### src/rtl/counter_channel_controller.sv
// ============================================================================
// Module   : counter_channel_controller
// Brief    : Control logic for one 8254-style timer channel. Decodes control
//            words, sequences count writes, issues start/reload pulses, drives
//            OUT and serves count reads. Optional macro: COUNTER_LATCH_CMD_EN.
// Revision : 1.0 - initial release
// ============================================================================
`default_nettype none

module counter_channel_controller #(
    parameter logic [1:0] DEFAULT_RW   = 2'b11,
    parameter logic [2:0] DEFAULT_MODE = 3'd0
) (
    input  logic       clk,
    input  logic       rst,
    input  logic       wr_ctrl,
    input  logic       wr_data,
    input  logic       rd_data,
    input  logic [7:0] din,
    output logic [7:0] dout,
    input  logic       gate,
    output logic       out,
    output logic       ce_start_count,
    output logic [7:0] ce_initial_count_high,
    output logic [7:0] ce_initial_count_low,
    input  logic [7:0] ce_output_count_high,
    input  logic [7:0] ce_output_count_low,
    input  logic       ce_count_end
);

    localparam logic [2:0] c_IDLE      = 3'd0;
    localparam logic [2:0] c_WAIT_GATE = 3'd1;
    localparam logic [2:0] c_START     = 3'd2;
    localparam logic [2:0] c_COUNTING  = 3'd3;
    localparam logic [2:0] c_RELOAD    = 3'd4;

    localparam logic [1:0] c_RW_LATCH = 2'b00;
    localparam logic [1:0] c_RW_LSB   = 2'b01;
    localparam logic [1:0] c_RW_MSB   = 2'b10;
    localparam logic [1:0] c_RW_BOTH  = 2'b11;

    logic [2:0] r_state;
    logic [2:0] w_state_nxt;
    logic       r_out;
    logic       w_out_nxt;
    logic [1:0] r_rw;
    logic [2:0] r_mode;
    logic       r_wr_msb;
    logic       r_rd_msb;
    logic [7:0] r_init_hi;
    logic [7:0] r_init_lo;
    logic [7:0] r_dout;
    logic       r_end_d;

    logic       w_ctrl_load;
    logic       w_ctrl_latch;
    logic       w_data_wr;
    logic       w_rd;
    logic       w_end_rise;
    logic       w_is_mode2;
    logic       w_load_done;
    logic       w_first_byte;
    logic [2:0] w_ctrl_mode;
    logic       w_rd_sel_msb;
    logic       w_latch_full;
    logic [7:0] w_latch_hi;
    logic [7:0] w_latch_lo;
    logic [7:0] w_src_hi;
    logic [7:0] w_src_lo;
    logic       w_unused_din;

    assign w_unused_din = ^{din[7:6], din[0]};

    assign w_ctrl_load  = wr_ctrl && (din[5:4] != c_RW_LATCH);
    assign w_ctrl_latch = wr_ctrl && (din[5:4] == c_RW_LATCH);
    assign w_data_wr    = wr_data && !wr_ctrl;
    assign w_rd         = rd_data && !wr_ctrl && !wr_data;
    assign w_end_rise   = ce_count_end && !r_end_d;
    assign w_is_mode2   = (r_mode == 3'd2);
    assign w_ctrl_mode  = (din[3:1] == 3'd2) ? 3'd2 : 3'd0;
    assign w_load_done  = w_data_wr && ((r_rw != c_RW_BOTH) || r_wr_msb);
    assign w_first_byte = w_data_wr && ((r_rw != c_RW_BOTH) || !r_wr_msb);

    // Next state and OUT level; a loading control word overrides everything.
    always_comb begin
        w_state_nxt = r_state;
        w_out_nxt   = r_out;
        if (w_ctrl_load) begin
            w_state_nxt = c_IDLE;
            w_out_nxt   = (w_ctrl_mode == 3'd2);
        end else begin
            case (r_state)
                c_IDLE: begin
                    if (w_load_done) w_state_nxt = c_WAIT_GATE;
                end
                c_WAIT_GATE: begin
                    if (gate) w_state_nxt = c_START;
                end
                c_START: begin
                    if (!w_is_mode2 && w_load_done) w_state_nxt = c_WAIT_GATE;
                    else                            w_state_nxt = c_COUNTING;
                end
                c_COUNTING: begin
                    if (w_is_mode2) begin
                        if (!gate) begin
                            w_state_nxt = c_WAIT_GATE;
                            w_out_nxt   = 1'b1;
                        end else if (w_end_rise) begin
                            w_state_nxt = c_RELOAD;
                            w_out_nxt   = 1'b0;
                        end
                    end else begin
                        if (w_load_done) begin
                            w_state_nxt = c_WAIT_GATE;
                        end else if (w_end_rise) begin
                            w_state_nxt = c_IDLE;
                            w_out_nxt   = 1'b1;
                        end
                    end
                end
                c_RELOAD: begin
                    w_out_nxt   = 1'b1;
                    w_state_nxt = gate ? c_START : c_WAIT_GATE;
                end
                default: w_state_nxt = c_IDLE;
            endcase
            if (!w_is_mode2 && w_first_byte) w_out_nxt = 1'b0;
        end
    end

    always_ff @(posedge clk or posedge rst) begin
        if (rst) begin
            r_state <= c_IDLE;
            r_out   <= 1'b0;
            r_end_d <= 1'b0;
        end else begin
            r_state <= w_state_nxt;
            r_out   <= w_out_nxt;
            r_end_d <= ce_count_end;
        end
    end

    always_ff @(posedge clk or posedge rst) begin
        if (rst) begin
            r_rw      <= DEFAULT_RW;
            r_mode    <= DEFAULT_MODE;
            r_wr_msb  <= 1'b0;
            r_init_hi <= 8'h00;
            r_init_lo <= 8'h00;
        end else if (w_ctrl_load) begin
            r_rw     <= din[5:4];
            r_mode   <= w_ctrl_mode;
            r_wr_msb <= 1'b0;
        end else if (w_data_wr) begin
            case (r_rw)
                c_RW_LSB: begin
                    r_init_lo <= din;
                    r_init_hi <= 8'h00;
                end
                c_RW_MSB: begin
                    r_init_hi <= din;
                    r_init_lo <= 8'h00;
                end
                default: begin
                    if (!r_wr_msb) r_init_lo <= din;
                    else           r_init_hi <= din;
                    r_wr_msb <= !r_wr_msb;
                end
            endcase
        end
    end

`ifdef COUNTER_LATCH_CMD_EN
    logic [1:0] r_latch_left;
    logic [7:0] r_latch_hi;
    logic [7:0] r_latch_lo;

    // Latch holds until every byte of the current RW format has been read.
    always_ff @(posedge clk or posedge rst) begin
        if (rst) begin
            r_latch_left <= 2'd0;
            r_latch_hi   <= 8'h00;
            r_latch_lo   <= 8'h00;
        end else if (w_ctrl_latch && (r_latch_left == 2'd0)) begin
            r_latch_hi   <= ce_output_count_high;
            r_latch_lo   <= ce_output_count_low;
            r_latch_left <= (r_rw == c_RW_BOTH) ? 2'd2 : 2'd1;
        end else if (w_rd && (r_latch_left != 2'd0)) begin
            r_latch_left <= r_latch_left - 2'd1;
        end
    end

    assign w_latch_full = (r_latch_left != 2'd0);
    assign w_latch_hi   = r_latch_hi;
    assign w_latch_lo   = r_latch_lo;
`else
    logic w_unused_latch;

    assign w_unused_latch = w_ctrl_latch;
    assign w_latch_full   = 1'b0;
    assign w_latch_hi     = 8'h00;
    assign w_latch_lo     = 8'h00;
`endif

    assign w_src_hi     = w_latch_full ? w_latch_hi : ce_output_count_high;
    assign w_src_lo     = w_latch_full ? w_latch_lo : ce_output_count_low;
    assign w_rd_sel_msb = (r_rw == c_RW_MSB) || ((r_rw == c_RW_BOTH) && r_rd_msb);

    always_ff @(posedge clk or posedge rst) begin
        if (rst) begin
            r_rd_msb <= 1'b0;
            r_dout   <= 8'h00;
        end else if (w_ctrl_load) begin
            r_rd_msb <= 1'b0;
        end else if (w_rd) begin
            r_dout <= w_rd_sel_msb ? w_src_hi : w_src_lo;
            if (r_rw == c_RW_BOTH) r_rd_msb <= !r_rd_msb;
        end
    end

    assign dout                  = r_dout;
    assign out                   = r_out;
    assign ce_start_count        = (r_state == c_START);
    assign ce_initial_count_high = r_init_hi;
    assign ce_initial_count_low  = r_init_lo;

endmodule

`default_nettype wire

### config.mk
export PLATFORM = sky130hd
export DESIGN_NAME = counter_channel_controller
export DESIGN_NICKNAME = d
export VERILOG_FILES = /design/src/rtl/counter_channel_controller.sv
export SDC_FILE = /design/constraint.sdc
export NUM_CORES = 1
export LEC_CHECK = 0
export CAP_MARGIN = 0
export CORE_ASPECT_RATIO = 0.9
export CORE_MARGIN = 2
export CORE_UTILIZATION = 41
export CTS_CLUSTER_DIAMETER = 40
export DETAILED_ROUTE_END_ITERATION = 12
export GPL_ROUTABILITY_DRIVEN = 0
export HOLD_SLACK_MARGIN = 0.08
export PLACE_DENSITY = 0.74
export SLEW_MARGIN = 20
export SYNTH_ARGS = -nofsm -noshare
export SYNTH_HDL_FRONTEND = slang
export SYNTH_SLANG_ARGS = --single-unit
### constraint.sdc
create_clock -name clk -period 1.8 [get_ports clk]
set_input_delay 0.36 -clock clk [delete_from_list [all_inputs] [get_ports clk]]
set_output_delay 0.36 -clock clk [all_outputs]
set_load 0.05 [all_outputs]
==> results.cfg, run 1 <==
; yosys + openroad results
[outcome]
outcome = complete, no violations

[pwr]
switchingPower_mw = 1.18
power.density_nw_per_um2 = 1180
ir_drop_mv = 0.525
cell_internal_pwr_mw = 1.80
p_sw_frac = 0.397
seq_power_share = 0.350
leakagePower_nw = 1.21
clkPwrFrac = 0.231
combPwrFrac = 0.419

[worst_setup_path]
cp_max_fo = 8
critPathMaxStageDelay_ns = 0.49
critPathLaunchType = flip-flop
cp_cell_sequence = nand2b_1 -> nor2_1 -> buf_12
path_class = flip-flop to output port
worstPathArrival_ns = 1.35
slowest_stage = dfrtp_1
end_kind = output port
required_ns = 1.44

[logic_synthesis]
ys.flop_type = dfrtp_1
ys_chip_area_um2 = 1770
yosysTopAreaCellShare = 0.453
edf_count = 0
ys.flops = 34
netlist_instances = 171
fp_nets = 205
synthArstFlopShare = 1.00
synth.area.top_cells = dfrtp_1 45%, mux2i_1 4.5%, nand2_1 3.8%
synth_area_um2 = 1770
synth_warnings = 0
postSynthSeqShare = 0.482
yosys_cells = 171
netlist-cell-type-count = 38
avgSynthCellArea_um2 = 10.3
yosysTopAreaCell = dfrtp_1

[drt]
drc = 0
via_per_inst = 4.88
drt-initial-drc-count = 42
firstDrtPassIters = 4
drtAntennaViolNets = 0

[layout]
lay_top_cells = 39 x buf_4, 32 x dfrtp_1, 30 x clkdlybuf4s50_1
final_nets = 276
drive_gt1_frac = 0.276
fin_util = 0.615
fill_cells = 343
final_common_cell = buf_4
logic_area_um2 = 836
antenna_cells = 0
area_delta_synth_final_pct = 42.5
flop_area_um2 = 853

[floorplan]
num_io_pins = 57
fp.dieH_um = 66.3
die-area_um2 = 4860
fp_util = 0.431
num_rows = 22
core_area_um2 = 4100
fp.dieW_um = 73.2

[final_timing]
setup_tns_ns = 0
drv_slew = 0
grt_setup_unrepaired = false
hold_violations = 0
setup_viol = 0
max_slew.worst_pin.slew_ns = 0.387
max-slew-margin-rel = 0.740
finalClockPeriodUsage = 0.949
finClkSkew_ns = 0.00554
fmax_mhz = 585
fin_crit_ns = 1.71

[global_route]
grt_max_degree = 22
grt_pass1_vias = 1388
grt_first_pass_wirelength_mm = 6.28
gr-total-overflow = 0
groute.usage.overall = 0.173
antenna_found_initial = 0

[run]
max_cap_viol_count = 0
warnings = 28

[cts]
clock_latency_ns = 0.29
cts_sinks = 34
cts.path.max_buffers = 2
postCtsHoldBufs = 0
clk_pin_slew_ns = 0.07
cts_tree = yes
cts-root-buf = clkbuf_8
htreeDepth = 2

[worst_hold_path]
hp-class = primary input to async pin

[placement]
numPortBuffers = 56
hpwl_mm = 2.96
## run 1: final cells by class
| cell class | instances | share of cell area |
|---|---|---|
| timing repair buffer | 71 | 0.251 |
| tap | 48 | 0.0238 |
| inverter | 8 | 0.0119 |
| clock buffer | 5 | 0.0273 |
| multi-input combinational | 122 | 0.332 |
| sequential | 34 | 0.338 |
| clock inverter | 3 | 0.0159 |
## run 1: power groups by stage
stage               sequential, mW  combinational, mW  clock (mW)
global route                  1.07               1.33       0.742
detailed placement            1.06               1.23           0
global placement              1.06               1.22           0
finish                        1.05               1.25       0.689
CTS                           1.05               1.24       0.703
floorplan                     1.50              0.373           0
## run 1: synth_stat cells (4+ instances only)
cell type,instances
dfrtp_1,32
nand2_1,18
nor2_1,15
o21ai_0,10
a21oi_1,9
nand3b_1,9
inv_1,8
mux2i_1,8
nand2b_1,8
nor2b_1,6
o21ai_1,4
## run 1: cells by family (layout without fill, tap and decap cells)
group | Yosys count | after routing | share of synthesized area
AND-OR/OR-AND | 37 | 37 | 0.136
XOR/XNOR | 3 | 3 | 0.0149
adder cells (fa/ha/maj) | 3 | 3 | 0.0212
buffers and inverters | 15 | 87 | 0.0481
flip-flops | 34 | 34 | 0.482
multiplexers | 12 | 12 | 0.0750
AND/OR/NAND/NOR | 67 | 67 | 0.222
## run 1: timing repair
item / in CTS / in global routing
endpoints found under the setup margin: 0 / 14
buffers inserted: 0 / 2
resized: 0 / 2
hold endpoints to repair: 0 / 0
## run 1: per-stage QoR
step	setup slack, ns	hold WS (ns)	total power [mW]	cell area [µm²]	std cells
after floorplan	0.145	0.391	1.88	1770	171
after global placement	0.0731	0.459	2.28	2380	281
after detailed placement	0.0330	0.462	2.29	2380	281
after CTS	0.0320	0.387	2.99	2490	289
after global routing	0.00716	0.416	3.14	2520	291
final	0.0917	0.383	2.98	2520	291
## run 1: registers in the layout, summed over array words and instances (netlist names)
| register | flops |
|---|---|
| r_mode | 1 |
| r_wr_msb | 1 |
| r_end_d | 1 |
| dout | 8 |
| r_rw | 2 |
| r_state | 3 |
| r_rd_msb | 1 |
| out | 1 |
| ce_initial_count_high | 8 |
| ce_initial_count_low | 8 |
## run 1: layer usage
| metal | wire, µm | up-vias | track usage |
|---|---|---|---|
| met5 | 0 | - | 0 |
| met2 | 1740 | 33 | 0.244 |
| met1 | 1840 | 658 | 0.239 |
| li1 | - | 724 | - |
| met4 | 47 | 0 | 0.0625 |
| met3 | 171 | 5 | 0.0640 |
## run 1: worst max-delay path: cells and delay by family (launching register included)
| family | cells | cell delay, ns |
|---|---|---|
| flip-flops | 1 | 0.49 |
| AND/OR/NAND/NOR | 2 | 0.39 |
| buffers and inverters | 1 | 0.17 |
## run 1: worst paths after layout
kind / startpoint / end / slack [ns] / cells after the start
worst max-delay path: r_state[2] / ce_start_count / 0.09 / 3
worst min-delay path: rst / r_rd_msb / 0.38 / 3
worst max register to register: r_rw[1] / ce_initial_count_low[1] / 0.15 / 5
worst min register to register: ce_initial_count_high[7] / ce_initial_count_high[7] / 0.47 / 2
max in group asynchronous: rst / ce_initial_count_low[7] / 1.17 / 3
min in group clk: ce_initial_count_high[7] / ce_initial_count_high[7] / 0.47 / 2
Fig. 1: run 1, metal layers overlaid
Drawn at 8 px/µm. Only two layers are drawn.
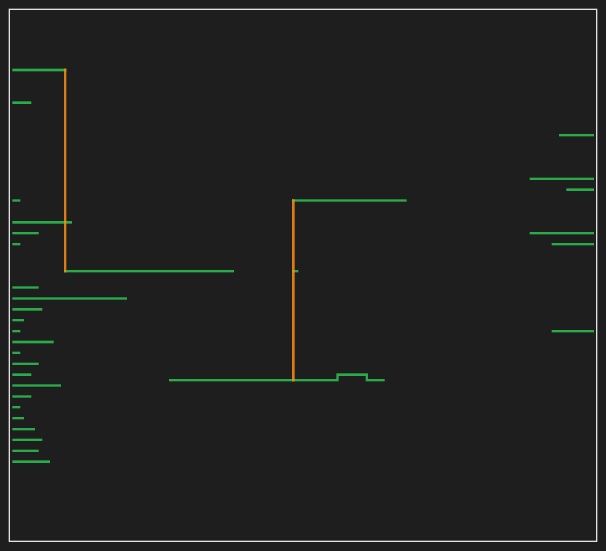
| color | layer | wire length |
|---|---|---|
| orange | met4 | 47.6 µm |
| green | met3 | 172 µm |
routed len/inst: 13.1 µm
final WL: 3.80 mm
routed vias: 1420

Fig. 2: run 1, clock wiring as the flow saved it
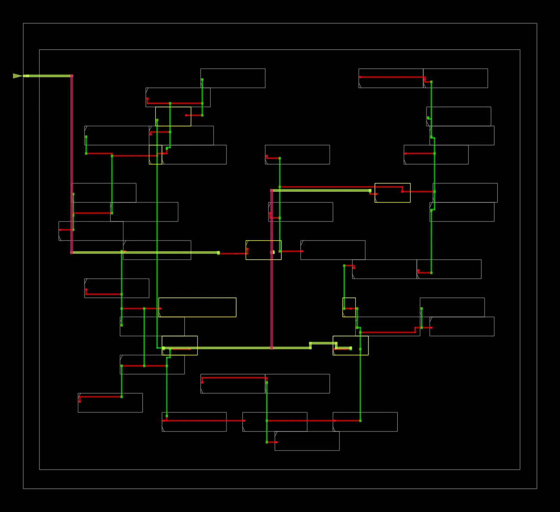
sequential cell count: 34
TritonCTS buffer count: 5

Fig. 3: run 1, layout detail
Region (45, 40) to (65, 60) µm. Cells in gray, sequential cells in the stronger gray; small squares are vias.
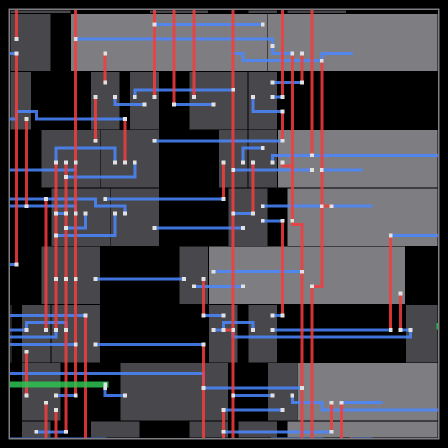
| color | layer |
|---|---|
| blue | met1 |
| green | met3 |
| red | met2 |
sequential cells in the window: 6
cells with their middle in the window: 28
netlist names of flops here include: ce_initial_count_high (6)
most frequent: nand2_1 (9), dfrtp_1 (6), nand3b_1 (4)

Fig. 4: run 1, port wiring
Drawn at 4 px/µm.
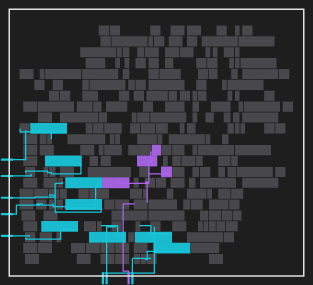

==> inputs of run 2 (changes only) <==
Settings changed: CORE_UTILIZATION 41 to 28, PLACE_DENSITY 0.74 to 0.54.
Fig. 5: run 2, port wiring
Drawn at 4 px/µm.
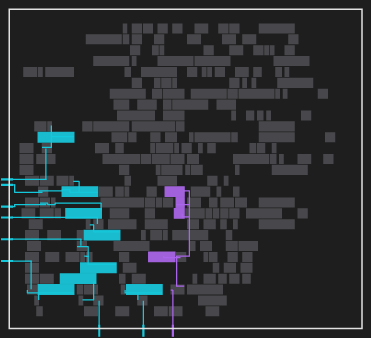
| color | port | direction | end cells | buffers | wire |
|---|---|---|---|---|---|
| purple | wr_data | input | 4 | 2 | 49.9 µm |
| cyan | dout | output | 8 | 8 | 209 µm |
port bufs: 56
I/O pins: 57

==> results.cfg, run 2 <==
; yosys + openroad results
[logic_synthesis]
fp_nets = 205
synthArstFlopShare = 1.00
yosysTopAreaCell = dfrtp_1
netlist-cell-type-count = 38
synth.area.top_cells = dfrtp_1 45%, mux2i_1 4.5%, nand2_1 3.8%
ys_chip_area_um2 = 1770
synth_area_um2 = 1770
netlist_instances = 171
top_cell = dfrtp_1
ys.flop_type = dfrtp_1
avgSynthCellArea_um2 = 10.3
edf_count = 0
yosys_cells = 171

[final_timing]
grt_setup_unrepaired = false
fin_crit_ns = 1.71
max-slew-margin-rel = 0.740
setup_viol = 0
finClkSkew_ns = 0.00552
fmax_mhz = 586
drv_slew = 0
finalClockPeriodUsage = 0.949

[floorplan]
fp_util = 0.289
die-area_um2 = 6970
fp.dieW_um = 87.8

[worst_setup_path]
critPathLaunchType = flip-flop
cp_cell_sequence = nand2b_1 -> nor2_1 -> buf_12
r2r_slack_ns = 0.13
cp_top_family = flip-flops
worstPathArrival_ns = 1.35
path_class = flip-flop to output port
r2r_start = r_rw[0]
r2r_end = dout[6]
reg2reg_depth = 7
crit_buf_inv = 1
cp_max_fo = 8
critPathMaxStageDelay_ns = 0.49
required_ns = 1.44

[cts]
htreeDepth = 2
cts_buffers = 5
clock_latency_ns = 0.29
cts.path.max_buffers = 2
clk_pin_slew_ns = 0.07
cts_sinks = 34
cts-root-buf = clkbuf_8
post_cts_buffers = 0
cts_tree = yes

[layout]
fill_cells = 598
fin_util = 0.425
drive_gt1_frac = 0.274
final_common_cell = buf_4
area_delta_synth_final_pct = 47.0
stdcell_area_um2 = 2600

[outcome]
outcome = complete, no violations

[placement]
postPlaceCellArea_um2 = 2450
hpwl_mm = 3.08

[drt]
num_vias = 1433
wl_per_cell_um = 12.3
firstDrtPassIters = 4
drt-initial-drc-count = 79

[global_route]
grt_pass1_vias = 1362
gr-total-overflow = 0

[pwr]
leakagePower_nw = 1.21
ir_drop_mv = 0.429
totalPowerFinal_mw = 3.15

[run]
warnings = 28
Fig. 6: run 2, layout detail
Region (56, 50) to (76, 70) µm. Cells in gray, sequential cells in the stronger gray; small squares are vias.
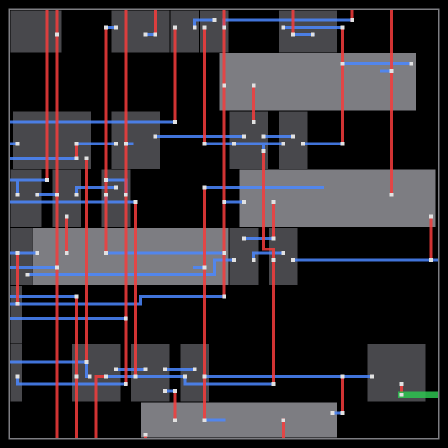

## run 2: cell counts after synthesis
Identical to the previous run, type by type.
## run 2: layout make-up
class                   count  area share
multi-input cells         122       0.323
repair buffers             69       0.243
well taps                  87      0.0419
clock buffers               5      0.0265
clock inverters             3      0.0265
inverters                   8      0.0115
flip-flops and latches     34       0.328
## run 2: metal layers
metal | vias up | part of all wire | global-route usage
li1 | 717 | - | -
met1 | 666 | 0.46 | 0.160
met2 | 45 | 0.45 | 0.186
met3 | 5 | 0.084 | 0.0527
met4 | 0 | 0.014 | 0.0415
met5 | - | 0 | 0
## run 2: worst reg2reg max path: cells and delay by family (launching register included)
family	cells	cell delay (ns)
AOI/OAI and AO/OA	2	0.20
muxes	1	0.23
adders and majority gates	1	0.22
buffers and inverters	3	0.36
DFF	1	0.55
## run 2: timing repair
item	4_1_cts	5_1_grt
resized	0	3
endpoints found under the setup margin	0	15
hold buffers	0	0
## run 2: worst max path at each step
| stage | startpoint | endpoint | slack, ns |
|---|---|---|---|
| floorplan | r_state[2] | ce_start_count | 0.15 |
| global placement | wr_ctrl | ce_initial_count_high[1] | -0.03 |
| detailed placement | wr_ctrl | ce_initial_count_high[5] | -0.04 |
| CTS | r_rw[0] | ce_initial_count_high[5] | 0.04 |
| global route | r_state[2] | ce_start_count | 0.02 |
| finish | r_state[2] | ce_start_count | 0.09 |
## run 2: power breakdown
group | internal (mW) | leakage (nW) | switching (mW) | total, mW
registers | 0.925 | 0.417 | 0.119 | 1.04
clock network | 0.555 | 0.0683 | 0.303 | 0.858
logic | 0.467 | 0.729 | 0.778 | 1.24
## run 2: logic make-up (layout without fill, tap and decap cells)
logic type	after synthesis	in the layout	synth area share
AND-OR/OR-AND	37	37	0.136
AND/OR/NAND/NOR	67	67	0.222
flip-flops	34	34	0.482
buffers and inverters	15	85	0.0481
adder cells (fa/ha/maj)	3	3	0.0212
multiplexers	12	12	0.0750
XOR/XNOR	3	3	0.0149
## run 2: per-stage QoR
| stage | worst slack, ns | cells |
|---|---|---|
| after floorplan | 0.145 | 171 |
| final | 0.0926 | 328 |
| after global placement | -0.0284 | 320 |
| after CTS | 0.0386 | 328 |
| after global routing | 0.0250 | 328 |
| after detailed placement | -0.0365 | 320 |
No activity file was given, so power comes from the tool's default toggle rates.
